Design password_lock_ctrl, sky130hd; sources not shown.
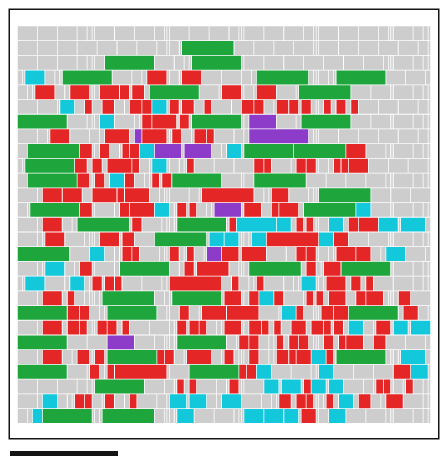
**Above:** placed cells, one color a class.
The bar under the picture is 20 um long. Fill, decap, tap and diode cells in gray.
Key: green = flops [cells 42, share of their area 37%]; purple = clock drivers and dummy loads [cells 8, share of their area 3.8%]; red = combinational and other logic [cells 189, share of their area 44%]; cyan = other buffers and delay cells [cells 50, share of their area 15%]
final design instance area without fill: 0.00296 mm^2
Final Core Density: 0.528
number of core rows: 27
sequential cell area share: 0.361
Core Footprint: 0.00561 mm^2

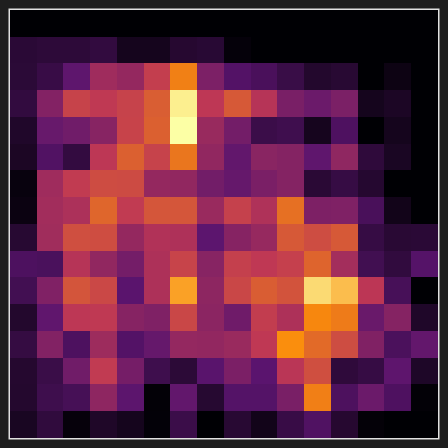
**Above:** routed metal per tile.
The die is cut into 16 by 16 equal tiles; black is low, pale yellow is high, scaled to the fullest tile. Values are wire area over tile area, all layers added.
16% of the tiles are nearly empty. The fullest tile reaches 0.48. The densest ninth of the die: center. The emptiest ninth of the die: north-east. The mean over all tiles is 0.14. 21% of the tiles are over half the peak.
overall track demand over capacity in global routing: 0.198
final routed wirelength across all metal layers: 5.59 mm
vias after detailed routing: 1,954
Avg WL per Cell: 15.5 um

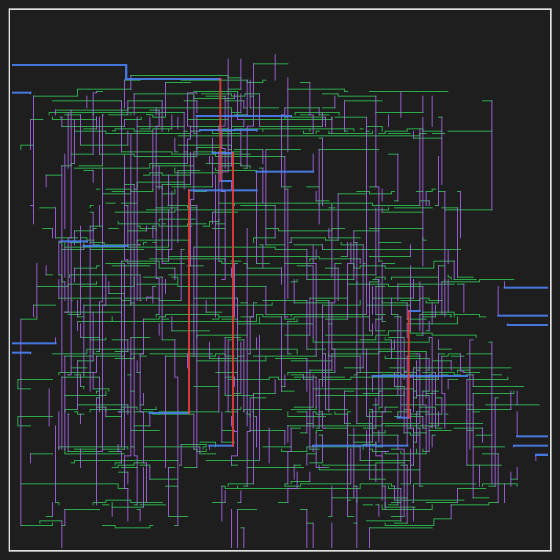
**Above:** metal layers overlaid.
Key: purple = metal 2 [wire length 2,650 um]; red = metal 4 [wire length 106 um]; green = metal 1 [wire length 2,660 um]; blue = metal 3 [wire length 169 um]

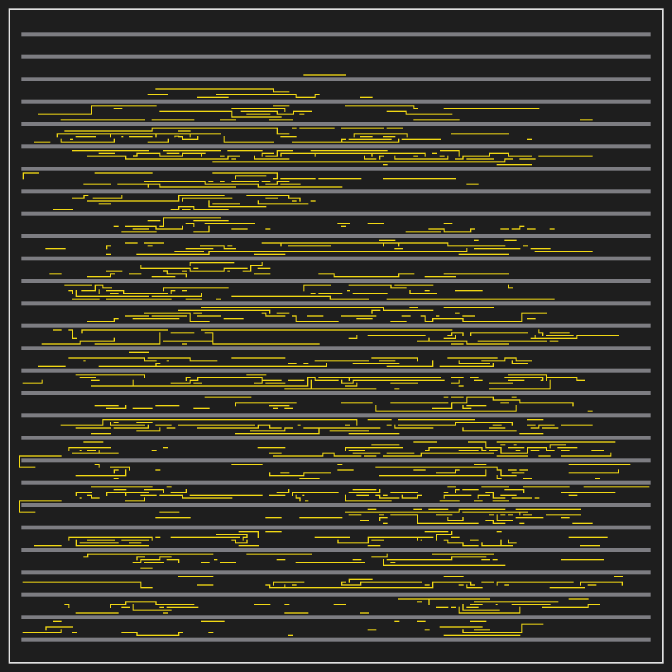
**Above:** M1 wires.
Supply wires on this layer in gray.
The layer carries 2,660 um of wire. 271 nets have wire on it. The longest straight run is 35.4 um. The wires run mostly horizontal. The layer holds 48% of the routed length.
met1 GRT Util: 0.275

==> summary.txt <==
Reports from this run.

- The kind of end point of the critical path is a register.
- The final tally of setup violations is 0.
- The number of global-route vias before repair reads between 1,500 and 2,000.
- The number of design-rule violations left by the first detailed-router iteration is around 130.
- The final-report max-slew violation count is 0.
- The initial antenna violation count is 0.
- In the post-synthesis netlist, the biggest area contributors are dfrtp_1 32%, dfstp_2 13%, a32o_1 6.7%, nand2_1 5.4%, a21oi_1 4.8%.
- The maximum level of the CTS H-tree reads 2.
- The final-layout clock-cell area share reads 0.0372.
- The post-synthesis to final-layout area growth reads 24.5%.
- The pin slew with the least headroom to its limit is ~0.53 ns.
- The weighted congestion reported at the end of routability-driven placement is between 0.8 and 0.9.
- The part of the power in combinational logic is 0.325.
- Setup repair after global routing could not meet its margin everywhere.
- The worst slew margin relative to its limit reads 0.643.
- The run finished with clean final reports.
- The proportion of final cell area spent on non-clock buffers reads 0.144.
- The most utilized layer in the global route result is met2.
- The number of hold buffers added after cts reads 0.
- The highest achievable clock rate reads roughly 440 MHz.
- The routed layout reports a DRC error count of 0.
- Counting the fill cells in the layout gives 559.
- The number of antenna cells inserted reads 0.
- The maximum net fanout on the critical path reads 5.
- The biggest area contributor in the post-synthesis netlist is dfrtp_1.
- In the final layout, the multi-input gates occupy ~0.0012 mm^2.
- The number of top-level pins reads 19.
- The critical path launch point type reads a register.
- The yosys stat cell total reads around 250.
- In this run, the synthesized area fraction spent on and/or/nand/nor cells is recorded as 0.198.
- The category of the critical setup timing path is reg2reg.
- The met3 routed wirelength reads ~170 um.
- The met3 usage is 0.0287.
- The buffer count from post-CTS setup fixing reads 0.
- The power dissipated in sequential cells is between 0.8 and 0.9 mW.
- The starting density of the core is 0.424.
- The category of cells accounting for the largest share of critical-path delay is multiplexers.
- The fraction of synthesized cell area in xor and xnor cells is 0.0147.
- The layout report lists the combined flip-flop and latch area as roughly 0.0011 mm^2.
No activity file was given, so power comes from the tool's default toggle rates.
